==> config.mk <==
export PLATFORM = sky130hd
export DESIGN_NAME = ld_dac_spi_tx
export DESIGN_NICKNAME = d
export VERILOG_FILES = /design/src/rtl/ld_dac_spi_tx.sv
export SDC_FILE = /design/constraint.sdc
export NUM_CORES = 1
export LEC_CHECK = 0
export ABC_CLOCK_PERIOD_IN_PS = 2200
export CAP_MARGIN = 40
export CORE_ASPECT_RATIO = 0.5
export CORE_MARGIN = 3
export CORE_UTILIZATION = 52
export DETAILED_ROUTE_END_ITERATION = 10
export PLACE_DENSITY = 0.88
export SYNTH_ARGS = -nofsm -noshare
export SYNTH_HDL_FRONTEND = slang
export SYNTH_SLANG_ARGS = --single-unit
==> constraint.sdc <==
create_clock -name CLK -period 2.2 [get_ports CLK]
set_input_delay 0.22 -clock CLK [delete_from_list [all_inputs] [get_ports CLK]]
set_output_delay 0.22 -clock CLK [all_outputs]
set_load 0.01 [all_outputs]
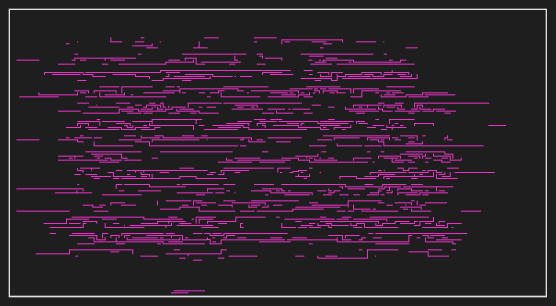
(signal wires on met1)
(6 px per um)
share of all routed wire: 41%
nets with wire on the layer: 243
met1 Usage GRT: 29.6%
via count: 1793
Routed WL: 4.95 mm

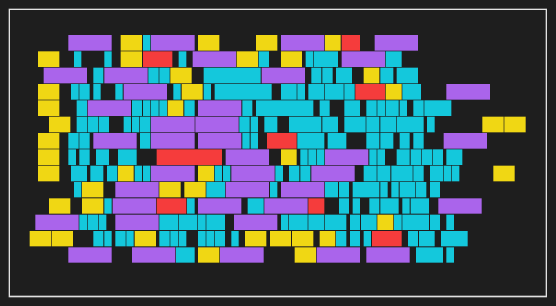
(cell classes on the final placement)
(6 px per um)
[purple] registers | cells: 39 | share of their area: 35%
[cyan] remaining logic cells | cells: 161 | share of their area: 44%
[red] clock drivers and dummy loads | cells: 8 | share of their area: 5.1%
[yellow] remaining buffers and delay cells | cells: 40 | share of their area: 17%
row count: 14
register share of the cell area: 33.9%
final instance area: 2310 um^2
Core Util, Final: 73.1%

==> impl_metrics.py <==
# Metrics from the implementation run
metrics = {
    "outcome": {
        "status": "finished clean",
    },
    "power": {
        "pwr_density_cell_nw_per_um2": 1300,
        "power_mw": 3.01,
        "power.leakage_nw": 0.876,
    },
    "critical_path": {
        "path_buffers": 1,
        "cp.depth": 6,
        "end_kind": "flop",
        "crit_chain": "inv_1, ha_1, nor2_1, a211oi_2, a21oi_1, a211oi_1",
        "r2r_slack_ns": 0.22,
        "cp_max_fo": 14,
        "cp_slowest_cell": "ha_1",
        "cpLargestDelayFamily": "AND-OR/OR-AND gates",
    },
    "final_timing": {
        "setup_viol": 0,
        "final_max_slew_viol_count": 0,
        "setup_slack_ns": 0.215,
        "final-hold-violation-count": 0,
        "rsz0062_at_grt": "no",
        "skew_ns": 0.0122,
        "max_freq_mhz": 504,
        "period_used_pct": 90.2,
        "fin_setup_tns_ns": 0,
    },
    "grt": {
        "grt-ovfl-total": 0,
        "grt_pass1_vias": 1643,
        "grt_max_degree": 16,
        "grt_pass1_wl_mm": 7.98,
    },
    "run": {
        "max_cap_viol_count": 0,
        "warning_count": 29,
    },
    "clock_tree": {
        "h-tree-depth": 2,
        "clockBufferDepth": 2,
        "post_cts_buffers": 0,
        "cts_root_buffer": "clkbuf_8",
        "clkSlewWorstSetupHoldPaths_ns": 0.08,
        "cts_num_sinks": 39,
        "cts_tree": "built",
        "hold_buffers": 0,
    },
    "yosys": {
        "edf_count": 0,
        "synthSimpleGateAreaFrac_pct": 21.7,
        "synth_cells": 210,
        "fp_nets": 231,
        "xor_share_pct": 0.486,
        "area_leaders": "dfxtp_1, nand2_1, a21oi_1",
        "synth_chip_area_um2": 1800,
        "yosysTopAreaCell": "dfxtp_1",
        "ys_seq_share_pct": 43.3,
        "ys_sh_mux_pct": 5.20,
        "yosysWarnings": 0,
        "async_reset_ff_share_pct": 0,
        "synthAoiAreaFrac_pct": 20.3,
    },
    "floorplanning": {
        "die_y_um": 47.6,
        "dieWidth_um": 89.3,
        "ioPinCount": 32,
    },
    "placed_design": {
        "gp_congestion": 0.831,
        "dp.cells": 280,
    },
    "routing": {
        "drtAntennaViolNets": 0,
        "drc": 0,
    },
    "final_layout": {
        "nets": 268,
        "diodes": 0,
        "drive_above_1_share_pct": 9.68,
        "area_growth_pct": 27.9,
        "largest_reg_flops": 13,
    },
}
==> worst reg2reg max path: stages (launching register included) <==
cell and delay [ns]:
dfxtp_1 0.36, inv_1 0.10, ha_1 0.43, nor2_1 0.18, a211oi_2 0.30, a21oi_1 0.15, a211oi_1 0.34
==> placed cells by master (no fill, tap or decap), types with 6 or more instances in the layout <==
cell type,n
dfxtp_1,39
buf_4,9
nor2_1,16
inv_1,11
a21oi_1,23
clkdlybuf4s50_1,31
nor3_1,16
nand2_1,31
ha_1,6
==> cells in the mapped netlist, drive strengths merged (4+ instances only) <==
cell type / count
dfxtp: 39
nand2: 31
nor4: 4
nor2: 16
o21ai: 6
a21oi: 23
inv: 11
a211oi: 5
nor3: 16
ha: 6
a22o: 5
clkbuf: 9
==> cells by family (layout without fill, tap and decap cells) <==
family | after synthesis | after routing
xor+xnor | 1 | 1
compound gates | 56 | 56
fa+ha+maj | 6 | 6
simple gates | 83 | 83
buf+inv | 21 | 59
mux | 4 | 4
flops | 39 | 39
==> routing by layer <==
| layer | vias up | track usage, % | part of all wire [%] |
|---|---|---|---|
| li1 | 826 | - | - |
| met3 | 22 | 5.50 | 8.3 |
| met2 | 122 | 46.3 | 47 |
| met5 | - | 0 | 0 |
| met4 | 0 | 14.8 | 4.0 |
| met1 | 823 | 29.6 | 41 |
==> layout make-up <==
type | instances | area (um^2)
Timing Repair Buffer | 40 | 378
Clock buffer | 5 | 68.8
Multi-Input combinational cell | 150 | 941
Sequential cell | 39 | 781
Fill cell | 221 | 847
Clock inverter | 3 | 46.3
Tap cell | 40 | 50.0
Inverter | 11 | 41.3
==> where the power goes <==
part	total, mW	internal, mW	switching, mW
logic	1.37	0.621	0.745
registers	1.01	0.867	0.147
clock network	0.627	0.342	0.285
No activity file was given, so power comes from the tool's default toggle rates.
